### src/rtl/collatz_host_if.sv
// rtl/collatz_host_if.sv - host request/response handshake bundle for collatz_host
interface collatz_host_if #(
    parameter int BITS = 32
);
    logic            req_valid;
    logic            req_ready;
    logic [BITS-1:0] req_num;
    logic            rsp_valid;
    logic            rsp_ready;
    logic [BITS-1:0] rsp_orbit;
    logic [BITS-1:0] rsp_record;
    logic            rsp_err;

    modport slave (
        input  req_valid, req_num, rsp_ready,
        output req_ready, rsp_valid, rsp_orbit, rsp_record, rsp_err
    );

    modport master (
        output req_valid, req_num, rsp_ready,
        input  req_ready, rsp_valid, rsp_orbit, rsp_record, rsp_err
    );
endinterface

### src/rtl/collatz_host.sv
// rtl/collatz_host.sv - sequences one accelerator run per host request
// (byte-wise operand write, start, busy poll with timeout, pipelined result read).
module collatz_host #(
    parameter int          BITS           = 32,
    parameter int unsigned TIMEOUT_CYCLES = 24'hFFFFFF
) (
    input  logic                 i_clk,
    input  logic                 i_rst_n,
    collatz_host_if.slave        host,
    output logic [7:0]           o_dev_wdata,
    output logic [7:0]           o_dev_ctrl,
    input  logic [7:0]           i_dev_rdata,
    input  logic                 i_dev_busy
);
    localparam int          NBYTES  = BITS / 8;
    localparam logic [31:0] NB      = 32'(NBYTES);
    localparam logic [3:0]  NB4     = 4'(NBYTES);
    localparam logic [31:0] RD_LAST = 32'(2 * NBYTES);
    localparam logic [31:0] TO_LAST = 32'(TIMEOUT_CYCLES - 1);

    typedef enum logic [3:0] {
        S_IDLE, S_WRITE, S_START, S_ENTER, S_POLL,
        S_SETTLE, S_READ, S_RESP, S_LOCKED
    } state_t;

    state_t              r_state;
    state_t              w_next;
    logic [31:0]         r_cnt;
    logic [BITS-1:0]     r_wshift;
    logic [2*BITS-1:0]   r_rshift;
    logic [2*BITS-1:0]   w_rshift_next;
    logic [BITS-1:0]     r_prev_raw;
    logic [BITS-1:0]     r_orbit;
    logic [BITS-1:0]     r_record;
    logic                r_err;
    logic [3:0]          w_rd_off;

    logic                w_cnt_clr;
    logic                w_cnt_inc;
    logic                w_accept;
    logic                w_timeout;
    logic                w_read_done;
    logic                w_req_ready;
    logic                w_rsp_valid;
    logic [7:0]          w_ctrl;
    logic [7:0]          w_wdata;

    // Record bytes follow orbit bytes, so one wrap-around offset suffices.
    assign w_rd_off      = r_cnt[3:0] - NB4;
    assign w_rshift_next = {i_dev_rdata, r_rshift[2*BITS-1:8]};

    always_ff @(posedge i_clk or negedge i_rst_n) begin
        if (!i_rst_n) begin
            r_state <= S_IDLE;
        end else begin
            r_state <= w_next;
        end
    end

    always_comb begin
        w_next      = r_state;
        w_cnt_clr   = 1'b0;
        w_cnt_inc   = 1'b0;
        w_accept    = 1'b0;
        w_timeout   = 1'b0;
        w_read_done = 1'b0;
        w_req_ready = 1'b0;
        w_rsp_valid = 1'b0;
        w_ctrl      = 8'h80;
        w_wdata     = 8'h00;
        case (r_state)
            S_IDLE: begin
                w_req_ready = 1'b1;
                if (host.req_valid) begin
                    w_accept  = 1'b1;
                    w_cnt_clr = 1'b1;
                    w_next    = S_WRITE;
                end
            end
            S_WRITE: begin
                w_ctrl  = {4'b0000, r_cnt[3:0]};
                w_wdata = r_wshift[7:0];
                if (r_cnt == NB - 32'd1) begin
                    w_cnt_clr = 1'b1;
                    w_next    = S_START;
                end else begin
                    w_cnt_inc = 1'b1;
                end
            end
            S_START: begin
                w_ctrl    = 8'hC0;
                w_cnt_clr = 1'b1;
                w_next    = S_ENTER;
            end
            S_ENTER: begin
                // Busy may lag the start strobe, so it is not trusted yet.
                if (r_cnt == 32'd1) begin
                    w_cnt_clr = 1'b1;
                    w_next    = S_POLL;
                end else begin
                    w_cnt_inc = 1'b1;
                end
            end
            S_POLL: begin
                if (!i_dev_busy) begin
                    w_cnt_clr = 1'b1;
                    w_next    = S_SETTLE;
                end else if (r_cnt == TO_LAST) begin
                    w_timeout = 1'b1;
                    w_next    = S_RESP;
                end else begin
                    w_cnt_inc = 1'b1;
                end
            end
            S_SETTLE: begin
                w_cnt_clr = 1'b1;
                w_next    = S_READ;
            end
            S_READ: begin
                if (r_cnt < NB) begin
                    w_ctrl = {4'b1000, r_cnt[3:0]};
                end else if (r_cnt < RD_LAST) begin
                    w_ctrl = {4'b1001, w_rd_off};
                end
                if (r_cnt == RD_LAST) begin
                    w_read_done = 1'b1;
                    w_next      = S_RESP;
                end else begin
                    w_cnt_inc = 1'b1;
                end
            end
            S_RESP: begin
                w_rsp_valid = 1'b1;
                if (host.rsp_ready) begin
                    w_next = r_err ? S_LOCKED : S_IDLE;
                end
            end
            S_LOCKED: begin
                w_next = S_LOCKED;
            end
            default: begin
                w_next = S_IDLE;
            end
        endcase
    end

    always_ff @(posedge i_clk or negedge i_rst_n) begin
        if (!i_rst_n) begin
            r_cnt      <= '0;
            r_wshift   <= '0;
            r_rshift   <= '0;
            r_prev_raw <= '0;
            r_orbit    <= '0;
            r_record   <= '0;
            r_err      <= 1'b0;
        end else begin
            if (w_cnt_clr) begin
                r_cnt <= '0;
            end else if (w_cnt_inc) begin
                r_cnt <= r_cnt + 32'd1;
            end

            if (w_accept) begin
                r_wshift <= host.req_num;
            end else if (r_state == S_WRITE) begin
                r_wshift <= r_wshift >> 8;
            end

            // Read data lags the address by one cycle; nothing is valid in cycle 0.
            if (r_state == S_READ && r_cnt != 32'd0) begin
                r_rshift <= w_rshift_next;
            end

            if (w_read_done) begin
                r_orbit    <= w_rshift_next[BITS-1:0] - r_prev_raw;
                r_record   <= w_rshift_next[2*BITS-1:BITS];
                r_prev_raw <= w_rshift_next[BITS-1:0];
                r_err      <= 1'b0;
            end else if (w_timeout) begin
                r_orbit  <= '0;
                r_record <= '0;
                r_err    <= 1'b1;
            end
        end
    end

    assign host.req_ready  = w_req_ready & i_rst_n;
    assign host.rsp_valid  = w_rsp_valid;
    assign host.rsp_orbit  = r_orbit;
    assign host.rsp_record = r_record;
    assign host.rsp_err    = r_err;
    assign o_dev_ctrl      = w_ctrl;
    assign o_dev_wdata     = w_wdata;
endmodule

### src/flat_wrapper.sv
// flat-port wrapper written by rule: the top's interface ports become plain ports
module collatz_host_flat 
#(
    parameter int          BITS           = 32,
    parameter int unsigned TIMEOUT_CYCLES = 24'hFFFFFF
)
  (i_clk, i_rst_n, o_dev_wdata, o_dev_ctrl, i_dev_rdata, i_dev_busy, host_req_valid, host_req_num, host_rsp_ready, host_req_ready, host_rsp_valid, host_rsp_orbit, host_rsp_record, host_rsp_err);
  collatz_host_if #(.BITS(BITS)) host_i ();
  input  logic i_clk;
  input  logic i_rst_n;
  output logic [7:0] o_dev_wdata;
  output logic [7:0] o_dev_ctrl;
  input  logic [7:0] i_dev_rdata;
  input  logic i_dev_busy;
  input wire logic [$bits(host_i.req_valid)-1:0] host_req_valid;
  input wire logic [$bits(host_i.req_num)-1:0] host_req_num;
  input wire logic [$bits(host_i.rsp_ready)-1:0] host_rsp_ready;
  output wire logic [$bits(host_i.req_ready)-1:0] host_req_ready;
  output wire logic [$bits(host_i.rsp_valid)-1:0] host_rsp_valid;
  output wire logic [$bits(host_i.rsp_orbit)-1:0] host_rsp_orbit;
  output wire logic [$bits(host_i.rsp_record)-1:0] host_rsp_record;
  output wire logic [$bits(host_i.rsp_err)-1:0] host_rsp_err;
  assign host_i.req_valid = host_req_valid;
  assign host_i.req_num = host_req_num;
  assign host_i.rsp_ready = host_rsp_ready;
  assign host_req_ready = host_i.req_ready;
  assign host_rsp_valid = host_i.rsp_valid;
  assign host_rsp_orbit = host_i.rsp_orbit;
  assign host_rsp_record = host_i.rsp_record;
  assign host_rsp_err = host_i.rsp_err;
  collatz_host #(.BITS(BITS), .TIMEOUT_CYCLES(TIMEOUT_CYCLES)) u_core (.i_clk(i_clk), .i_rst_n(i_rst_n), .host(host_i), .o_dev_wdata(o_dev_wdata), .o_dev_ctrl(o_dev_ctrl), .i_dev_rdata(i_dev_rdata), .i_dev_busy(i_dev_busy));
endmodule
### config.mk
export PLATFORM = sky130hd
export DESIGN_NAME = collatz_host_flat
export DESIGN_NICKNAME = d
export VERILOG_FILES = /design/src/rtl/collatz_host_if.sv /design/src/rtl/collatz_host.sv /design/src/flat_wrapper.sv
export SDC_FILE = /design/constraint.sdc
export NUM_CORES = 1
export LEC_CHECK = 0
export CAP_MARGIN = 20
export CORE_ASPECT_RATIO = 0.9
export CORE_UTILIZATION = 31
export CTS_CLUSTER_SIZE = 8
export DETAILED_ROUTE_END_ITERATION = 6
export GPL_ROUTABILITY_DRIVEN = 0
export PLACE_DENSITY_LB_ADDON = 0.3
export SYNTH_ARGS = -nofsm -noshare
export SYNTH_HDL_FRONTEND = slang
export SYNTH_SLANG_ARGS = --single-unit
### constraint.sdc
create_clock -name i_clk -period 7.8 [get_ports i_clk]
set_clock_uncertainty 0.15 [all_clocks]
set_input_delay 0.78 -clock i_clk [delete_from_list [all_inputs] [get_ports i_clk]]
set_output_delay 0.78 -clock i_clk [all_outputs]
set_load 0.1 [all_outputs]
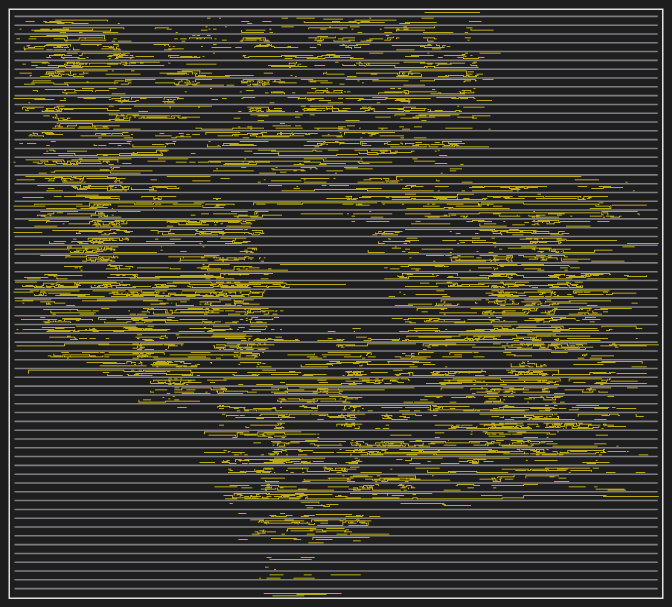
**Above:** run 1 (met1 routing).
Supply wires on this layer in grey.
1,265 nets have wire on it. The layer holds 49% of the routed length. The wires run mostly horizontal. The layer carries 13,400 µm of wire.
WL final: 27,300 µm
via count: 8,577
met1 Track Usage GR: 0.210

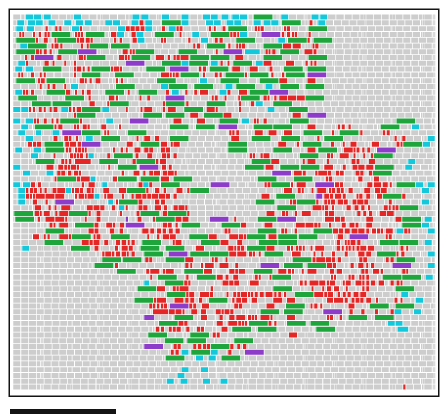
**Above:** run 1 (placed cells, one colour a class).
Bar = 50 µm. Fill, decap, tap and diode cells in grey.
Key: sequential cells = green [cells 221]; clock drivers and dummy loads = purple [cells 34]; remaining buffers and delay cells = cyan [cells 137]; remaining logic cells = red [cells 892]
Core Util, Final: 0.387
sequential cell area share: 0.406
design area: 0.0136 mm²
core area: 0.0351 mm²
# rows: 65

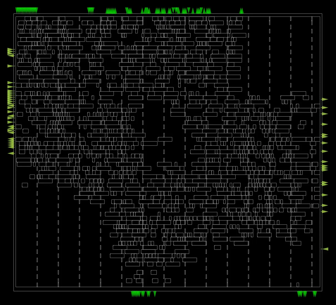
**Above:** run 1 (cell outlines without signal wires).
final cell count without fillers: 1,753
registers: 221
Tap Cells: 469

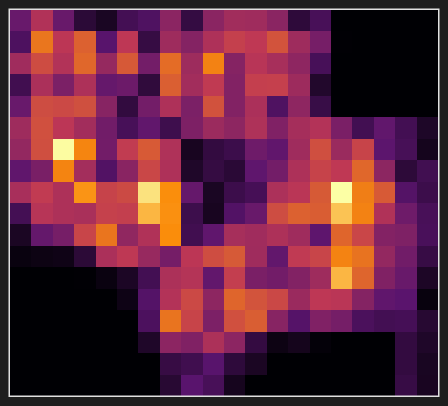
**Above:** run 1 (wiring heat map).
20 x 18 tiles, from black (low) to pale yellow (high), scaled to the fullest tile. Values are wire area over tile area, all layers added.
The emptiest ninth of the die: south-west. 21% of the tiles are nearly empty. The mean over all tiles is 0.12. 20% of the tiles are over half the peak. The fullest tile reaches 0.40.
GRT Total Usage: 0.150
DR WL/cell: 15.6 µm

==> impl_metrics.csv, run 1 <==
group,metric,value,unit
status,status,"complete, no violations",
synth,ys.flops,221,
clocking,cts_tree,"built",
global_routing,grt_pass1_vias,8542,
final_layout,nFillCells,3574,
worst_setup_path,crit_path_cell_trace,"nor4_1 > nand4_1 > nor2_1 > nand2_1 > o21ai_0 > nand2_1 > o21ai_0 > clkdlybuf4s50_1",
synth,topCellsByArea,"dfrtp_1 50%, nand2_1 6.9%, mux2_2 5.7%",
die,die_h,181,µm
worst_setup_path,cp_max_fo,5,
final_layout,layout-drive-gt1-share,0.0864,
clocking,cts_max_level,1,
worst_setup_path,crit_end,"o_dev_ctrl[3]",
clocking,insertion_delay,0.55,ns
synth,common_cells,"221 x dfrtp_1, 205 x nand2_1, 80 x nand3_1, 80 x o21ai_0, 74 x nor2_1",
pwr,leakagePower,6.17,nW
sta,finalSetupTns,0,ns
clocking,cts_made_buffers,31,
global_routing,grt-ovfl-total,0,
worst_setup_path,slowest_delay,1.16,ns
synth,synth.avg_cell_area,9.44,µm²
synth,netlist_area,0.0111,mm²
clocking,root_buffer,"clkbuf_16",
synth,ys_seq_frac,0.498,
worst_setup_path,crit_buf_inv,1,
final_layout,final_common_cell,"dfrtp_1",
clocking,clk_path_buf_depth,3,
worst_setup_path,cp-startpoint,"u_core.r_cnt[29]$_DFFE_PN0P_",
pwr,p_per_area,346,mW/mm²
routing,top_layer,"met4",
sta,tightest_slew,1.03,ns
final_layout,top_register,"u_core.r_rshift",
synth,edf_count,0,
synth,synthCells,1175,
clocking,postCtsSetupBuffers,0,
run,warnings,34,
routing,drt-met1-wl,13400,µm
placement,io_buffers,126,
worst_setup_path,critPathCaptureType,"output port",
sta,max_slew_margin,0.315,
synth,synth.distinct_cells,62,
die,io_pins,128,
run,cap_viol_max_count,0,
worst_setup_path,rr_endpoint,"u_core.host.rsp_orbit[28]$_DFFE_PN0P_",
synth,yosysWarnings,0,
worst_setup_path,required,6.87,ns
placement,dp_hpwl,18200,µm
routing,wl_met2,12300,µm
synth,ys_cells,1175,
sta,rsz0062_at_grt,"false",
sta,slew_violations,0,
routing,dr_wl_met3,1170,µm
placement,dpl.cell_count,1719,
worst_setup_path,startpoint_type,"flip-flop",
sta,setup_viol,0,
pwr,ir_drop,195,µV
clocking,path_clk_slew,0.05,ns
worst_setup_path,cp.depth,8,
sta,period_used_share,0.602,
synth,fp_nets,1260,
die,die_w,201,µm
worst_setup_path,ff2ff_path_depth,10,
worst_setup_path,crit_slowest_cell,"clkdlybuf4s50_1",
final_layout,final_layout_top_logic_cells,"221 x dfrtp_1, 204 x nand2_1, 125 x clkdlybuf4s50_1",
synth,yosys-stat-area,0.0111,mm²
-- run 1: worst reg2reg max path, stage by stage (launching register included) --
cell and delay (ns):
dfrtp_1 0.38, ha_1 0.23, fa_1 0.42, nor2b_1 0.20, o211ai_1 0.17, a211oi_1 0.56, o211ai_1 0.22, a211oi_1 0.41
o31a_1 0.22, mux2i_1 0.19, nand2_1 0.06
-- run 1: cell families after synthesis --
family,count (synthesis),share of synthesized area
xor gates and xnor gates,48,0.0379
other,1,0.000338
muxes,61,0.0613
and+or+nand+nor,480,0.201
AOI/OAI and AO/OA,204,0.112
DFF,221,0.498
adders and majority gates,40,0.0458
buffers and inverters,120,0.0433
-- run 1: stage by stage --
stage | power (W) | hold slack (ns) | setup WS [ns]
floorplan | 0.00306 | 0.288 | 3.41
global placement | 0.00355 | 0.312 | 3.70
detailed placement | 0.00356 | 0.314 | 3.67
CTS | 0.00476 | 0.0590 | 3.06
global route | 0.00504 | 0.0851 | 2.87
finish | 0.00471 | 0.0579 | 3.10
-- run 1: power by group --
part           internal (W)  switching, W  total, W
Combinational      0.000797       0.00121   0.00201
Clock              0.000701      0.000470   0.00117
Sequential          0.00135      0.000180   0.00153
-- run 1: layout make-up --
| type | count | area [µm²] | area share |
|---|---|---|---|
| sequential | 221 | 5530 | 0.406 |
| timing repair buffer | 137 | 1360 | 0.100 |
| clock inverter | 1 | 8.76 | 0.000643 |
| multi-input combinational | 834 | 5110 | 0.376 |
| tap | 469 | 587 | 0.0431 |
| clock buffer | 33 | 793 | 0.0583 |
| inverter | 58 | 218 | 0.0160 |
-- run 1: metal layers --
metal / global-route usage / vias to the layer above
met5: 0 / -
met4: 0.0303 / 0
met3: 0.0305 / 29
met2: 0.238 / 147
met1: 0.210 / 4135
li1: - / 4266
**Run 1: signal wires by layer**

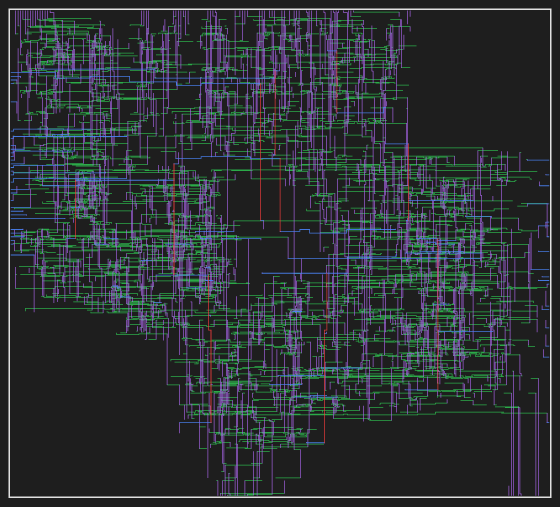

==> run 2, diff against run 1 <==
==> constraint.sdc (replaced) <==
create_clock -name i_clk -period 4.87 [get_ports i_clk]
set_clock_uncertainty 0.15 [all_clocks]
set_input_delay 0.487 -clock i_clk [delete_from_list [all_inputs] [get_ports i_clk]]
set_output_delay 0.487 -clock i_clk [all_outputs]
set_load 0.1 [all_outputs]
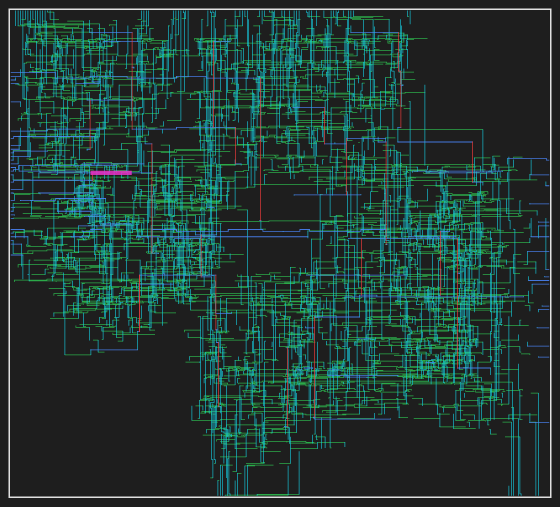
**Above:** run 2 (signal wires by layer).
Key: M5 = magenta [wire length 13.8 µm]; M4 = red [wire length 561 µm]; M1 = green [wire length 13,200 µm]; M2 = cyan [wire length 12,400 µm]; M3 = blue [wire length 1,440 µm]
GRT Total Usage: 0.153
via count: 8,716
WL final: 27,700 µm
DR WL/cell: 15.7 µm

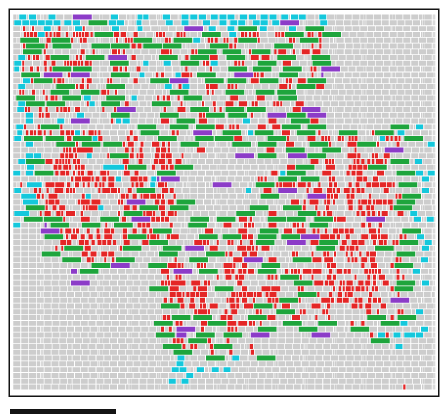
**Above:** run 2 (placed cells, one colour a class).
Bar = 50 µm. Fill, decap, tap and diode cells in grey.
Key: remaining buffers and delay cells = cyan [cells 142]; clock drivers and dummy loads = purple [cells 42]; sequential cells = green [cells 221]; remaining logic cells = red [cells 892]
sequential cell area share: 0.400
Core Util, Final: 0.394
design area: 0.0138 mm²

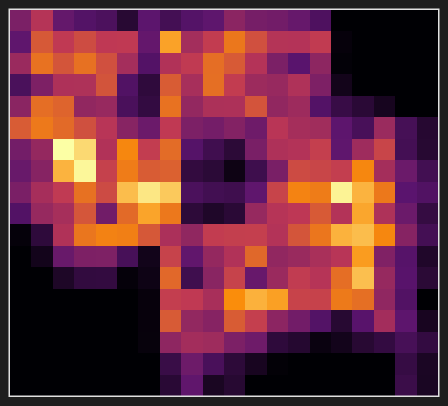
**Above:** run 2 (wiring heat map).
20 x 18 tiles, from black (low) to pale yellow (high), scaled to the fullest tile. Values are wire area over tile area, all layers added.
The mean over all tiles is 0.12. The emptiest ninth of the die: south-west. 21% of the tiles are nearly empty. The fullest tile reaches 0.37. 27% of the tiles are over half the peak.

==> run 2 against run 1 <==
Effect of this change: sequential share of layout area down 0.65 points; synthesized cell count unchanged; cell count up 0.74%; die area unchanged; hold slack better by 0.26 ns.
==> impl_metrics.csv, run 2 <==
group,metric,value,unit
pwr,seq_power_share,0.312,
synth,synth.distinct_cells,62,
sta,finalSetupTns,0,ns
global_routing,grt-ovfl-total,0,
sta,setup_viol,0,
sta,tightest_slew,1.09,ns
pwr,leakagePower,6.31,nW
synth,synth.comb.largest_family,"simple AND/OR/NAND/NOR gates",
die,die_h,181,µm
global_routing,grt_pass1_vias,8487,
die,core,0.0351,mm²
synth,ys_seq_frac,0.498,
final_layout,nFillCells,3548,
pwr,internal_power,0.00483,W
die,row_count,65,
synth,ys_cells,1175,
worst_setup_path,crit_buf_inv,2,
clocking,insertion_delay,0.50,ns
worst_setup_path,crit_slowest_cell,"clkdlybuf4s50_1",
die,io_pins,128,
synth,synth.avg_cell_area,9.44,µm²
synth,ys_sh_simple,0.201,
clocking,cts_max_level,2,
clocking,root_buffer,"clkbuf_16",
worst_setup_path,crit_path_cell_trace,"nor4_1 > nand4_1 > nor2_1 > nand4_1 > inv_1 > clkdlybuf4s50_1",
sta,period_minus_slack,3.99,ns
pwr,clockPowerShare,0.272,
pwr,p_per_area,569,mW/mm²
final_layout,final_layout_top_logic_cells,"221 x dfrtp_1, 204 x nand2_1, 111 x clkdlybuf4s50_1",
synth,compound_area_frac,0.112,
worst_setup_path,cp-startpoint,"u_core.r_cnt[28]$_DFFE_PN0P_",
sta,rsz0062_at_grt,"false",
global_routing,top_usage_layer,"met2",
synth,yosysWarnings,0,
pwr,ir_drop,419,µV
sta,slew_violations,0,
worst_setup_path,cp.depth,6,
global_routing,met3_usage,0.0321,
clocking,clk_path_buf_depth,3,
status,status,"complete, no violations",
pwr,comb_power_share,0.417,
global_routing,use_met1,0.219,
synth,mux_share,0.0613,
pwr,p_sw,0.00304,W
worst_setup_path,crit_end,"o_dev_ctrl[4]",
synth,common_cells,"221 x dfrtp_1, 205 x nand2_1, 80 x nand3_1, 80 x o21ai_0, 74 x nor2_1",
worst_setup_path,critPathCaptureType,"output port",
synth,synthXorXnorAreaFrac,0.0379,
routing,drt-met1-wl,13200,µm
global_routing,grt_use_met2,0.233,
synth,edf_count,0,
routing,drtIter0Drc,509,
worst_setup_path,cp_max_fo,5,
worst_setup_path,ff2ff_path_depth,10,
synth,synthCells,1175,
worst_setup_path,slowest_delay,1.13,ns
sta,period_used_share,0.819,
run,warnings,32,
synth,netlist_area,0.0111,mm²
worst_setup_path,required,4.23,ns
synth,yosys-stat-area,0.0111,mm²
synth,topCellsByArea,"dfrtp_1 50%, nand2_1 6.9%, mux2_2 5.7%",
run,cap_viol_max_count,0,
synth,ys.flops,221,
final_layout,top_register,"u_core.r_rshift",
die,die_w,201,µm
routing,wl_met2,12400,µm
clocking,cts_made_buffers,34,
pwr,switching_share,0.387,
routing,dr_wl_met3,1440,µm
synth,fp_nets,1260,
placement,io_buffers,126,
synth,synth_top_cell_by_count,"dfrtp_1",
pwr,fin_total_pwr,0.00787,W
placement,dp_hpwl,18600,µm
sta,max_slew_margin,0.272,
## run 2: cell counts after synthesis
No cell type changed its count.
## run 2: cell type report
type,instances,area [µm²],share of cell area
Tap cell,469,587,0.0424
Sequential cell,221,5530,0.400
Clock inverter,1,8.76,0.000633
Clock buffer,41,951,0.0687
Inverter,58,218,0.0157
Timing Repair Buffer,142,1420,0.103
Multi-Input combinational cell,834,5110,0.370
## run 2: power groups by stage
| stage | Combinational [W] | Sequential (W) | Clock [W] |
|---|---|---|---|
| floorplan | 0.00250 | 0.00239 | 0 |
| global placement | 0.00319 | 0.00247 | 0 |
| detailed placement | 0.00321 | 0.00249 | 0 |
| CTS | 0.00323 | 0.00246 | 0.00223 |
| global route | 0.00363 | 0.00250 | 0.00229 |
| finish | 0.00328 | 0.00245 | 0.00214 |
## run 2: stage by stage
stage / hold slack, ns / std cells / area [µm²] / setup WS [ns]
2_1_floorplan: 0.0414 / 1175 / 11100 / 0.776
3_3_place_gp: 0.301 / 1722 / 12800 / 1.40
3_5_place_dp: 0.306 / 1722 / 12800 / 1.30
4_1_cts: 0.319 / 1765 / 13800 / 0.850
5_1_grt: 0.337 / 1766 / 13800 / 0.657
6_report: 0.316 / 1766 / 13800 / 0.883
## run 2: cell families after synthesis
| kind of cell | Yosys count |
|---|---|
| AND-OR/OR-AND | 204 |
| XOR/XNOR | 48 |
| adder cells (fa/ha/maj) | 40 |
| buffers and inverters | 120 |
| flip-flops | 221 |
| multiplexers | 61 |
| other | 1 |
| AND/OR/NAND/NOR | 480 |
## run 2: worst register-to-register path, cell delays in order, from the launching register on
cell and delay, ns:
dfrtp_1 0.38, ha_1 0.22, fa_1 0.41, nor2b_1 0.16
o211ai_1 0.16, a211oi_1 0.58, o211ai_1 0.21, a211oi_1 0.42
o31a_1 0.21, mux2i_1 0.18, nand2_1 0.07
**Run 2: cell outlines without signal wires**

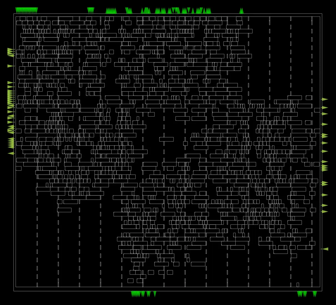

==> run 3, diff against run 2 <==
==> constraint.sdc (replaced) <==
create_clock -name i_clk -period 3.69 [get_ports i_clk]
set_clock_uncertainty 0.15 [all_clocks]
set_input_delay 0.369 -clock i_clk [delete_from_list [all_inputs] [get_ports i_clk]]
set_output_delay 0.369 -clock i_clk [all_outputs]
set_load 0.1 [all_outputs]
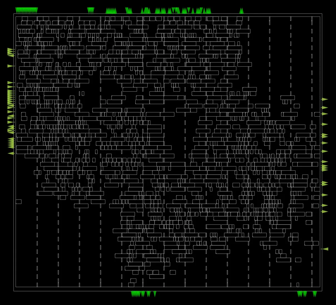
**Above:** run 3 (cell outlines without signal wires).
sequential cell area share: 0.404
Core Util, Final: 0.389
fillers: 3,556

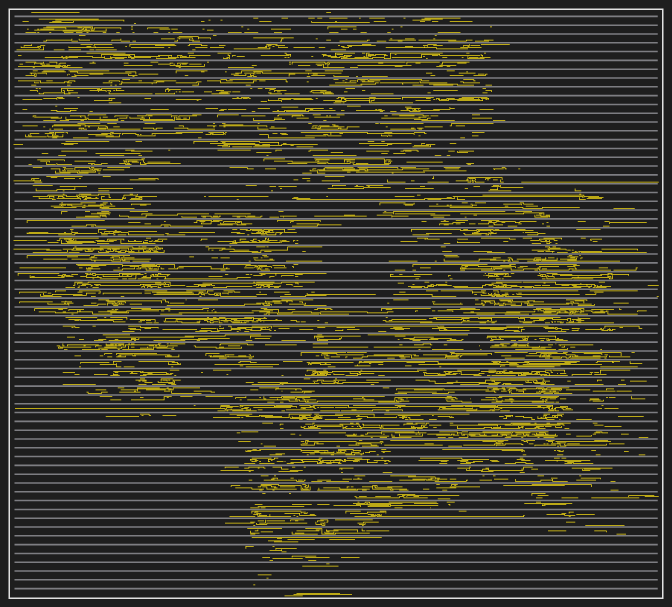
**Above:** run 3 (met1 routing).
Supply wires on this layer in grey.
The layer carries 13,300 µm of wire. The wires run mostly horizontal. 1,248 nets have wire on it.
WL final: 27,300 µm
met1 Track Usage GR: 0.215
via count: 8,713

==> run 3 against run 2 <==
Effect of this change: cell count decreased by 0.57%; first-iteration DRC count increased by 9.8%; global-route usage decreased by 0.28 points; total power increased by 26%; sequential share of layout area increased by 0.46 points; routed wire length decreased by 1.4%; highest routed layer unchanged.
==> impl_metrics.csv, run 3 <==
group,metric,value,unit
status,status,"complete, no violations",
synth,synth.distinct_cells,62,
pwr,p_clk,0.00242,W
global_routing,grt-ovfl-total,0,
global_routing,grt_use_met2,0.238,
pwr,internal_power,0.00602,W
routing,drt-met1-wl,13300,µm
synth,yosys-stat-area,0.0111,mm²
global_routing,top_usage_layer,"met2",
synth,synth.comb.largest_family,"simple AND/OR/NAND/NOR gates",
final_layout,stdcell_area,0.0137,mm²
sta,setup_viol,0,
worst_setup_path,crit_slowest_cell,"dfrtp_1",
synth,compound_area_frac,0.112,
routing,wl_met2,12300,µm
worst_setup_path,critPathCaptureType,"output port",
placement,dpl.cell_count,1721,
global_routing,grt_pass1_vias,8510,
synth,yosysWarnings,0,
worst_setup_path,required,3.17,ns
clocking,cts_made_buffers,31,
pwr,ir_drop,527,µV
routing,drtIter0Drc,559,
global_routing,met3_usage,0.0253,
synth,ys_sh_simple,0.201,
pwr,p_sw,0.00390,W
sta,slew_violations,0,
synth,ys.flops,221,
clocking,clk_path_buf_depth,3,
pwr,clockPowerShare,0.244,
pwr,leakagePower,6.23,nW
die,die_w,201,µm
pwr,switching_share,0.393,
run,warnings,35,
synth,ys_seq_frac,0.498,
pwr,seq_power,0.00323,W
clocking,cts_max_level,1,
synth,fp_nets,1260,
synth,synthCells,1175,
synth,common_cells,"221 x dfrtp_1, 205 x nand2_1, 80 x nand3_1, 80 x o21ai_0, 74 x nor2_1",
placement,io_buffers,126,
final_layout,finalNonFillerCells,1756,
synth,ys_cells,1175,
synth,topCellsByArea,"dfrtp_1 50%, nand2_1 6.9%, mux2_2 5.7%",
final_layout,top_register,"u_core.r_rshift",
sta,tightest_slew,1.02,ns
die,row_count,65,
die,core,0.0351,mm²
worst_setup_path,cp_max_fo,6,
synth,synth.avg_cell_area,9.44,µm²
worst_setup_path,slowest_delay,0.45,ns
sta,period_minus_slack,3.43,ns
die,die_h,181,µm
sta,period_used_share,0.929,
routing,dr_wl_met3,1190,µm
run,cap_viol_max_count,0,
placement,place_area,0.0129,mm²
pwr,power-top-group,"combinational cells",
pwr,fin_total_pwr,0.00992,W
synth,netlist_area,0.0111,mm²
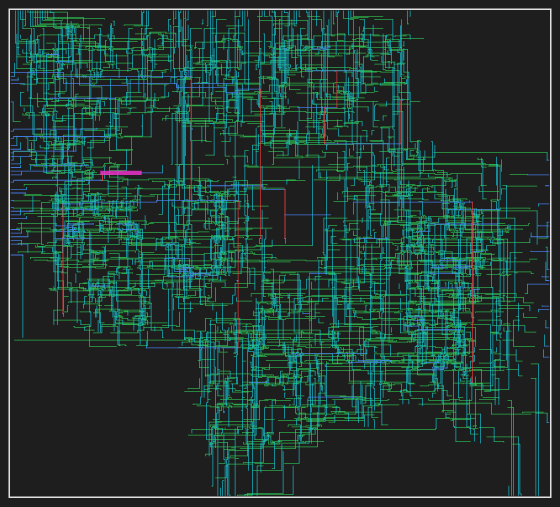
**Above:** run 3 (signal wires by layer).
Key: M3 = blue [wire length 1,190 µm]; M1 = green [wire length 13,300 µm]; M4 = red [wire length 421 µm]; M2 = cyan [wire length 12,300 µm]; M5 = magenta [wire length 13.8 µm]
GRT Total Usage: 0.150
DR WL/cell: 15.5 µm

run 3: cell counts after synthesis:
Identical to the previous run, type by type.
run 3: final cells by class:
class                      count  area, µm²
fill                        3556      21500
sequential                   221       5530
multi-input combinational    834       5120
timing repair buffer         140       1430
clock buffer                  34        787
tap                          469        587
inverter                      58        218
run 3: per-stage QoR:
step	hold WS, ns	setup TNS (ns)	worst slack [ns]
3_3_place_gp	0.103	0	0.592
3_5_place_dp	0.103	0	0.588
4_1_cts	0.134	0	0.196
6_report	0.137	0	0.262
2_1_floorplan	-0.0766	-0.571	-0.286
5_1_grt	0.142	0	0.00865
run 3: worst paths after layout:
kind | startpoint | slack [ns] | cells after the start | endpoint
hold reg to reg | u_core.r_wshift[6]$_DFFE_PN0P_ | 0.31 | 2 | u_core.r_wshift[6]$_DFFE_PN0P_
max in group asynchronous | i_rst_n | 2.14 | 3 | u_core.r_rshift[35]$_DFFE_PN0P_
hold / removal | i_rst_n | 0.14 | 2 | u_core.r_prev_raw[15]$_DFFE_PN0P_
setup / recovery | u_core.r_cnt[23]$_DFFE_PN0P_ | 0.26 | 8 | o_dev_ctrl[3]
setup reg to reg | u_core.r_rshift[12]$_DFFE_PN0P_ | 0.54 | 9 | u_core.host.rsp_orbit[19]$_DFFE_PN0P_
min in group i_clk | host_req_num[29] | 0.21 | 3 | u_core.r_wshift[29]$_DFFE_PN0P_
run 3: worst max-delay path, delay by kind of cell, from the launching register on:
kind | cells | cell delay (ns)
AND/OR/NAND/NOR | 5 | 1.22
AND-OR/OR-AND | 2 | 0.46
flip-flops | 1 | 0.45
buffers and inverters | 1 | 0.23
run 3: timing repair:
item,4_1_cts,5_1_grt
hold buffers,1,0
gates resized,0,3
setup endpoints to repair,0,4
endpoints found under the hold margin,29,0
setup buffers,0,0
Power figures rest on the tool's default switching activity, not on a simulated workload.
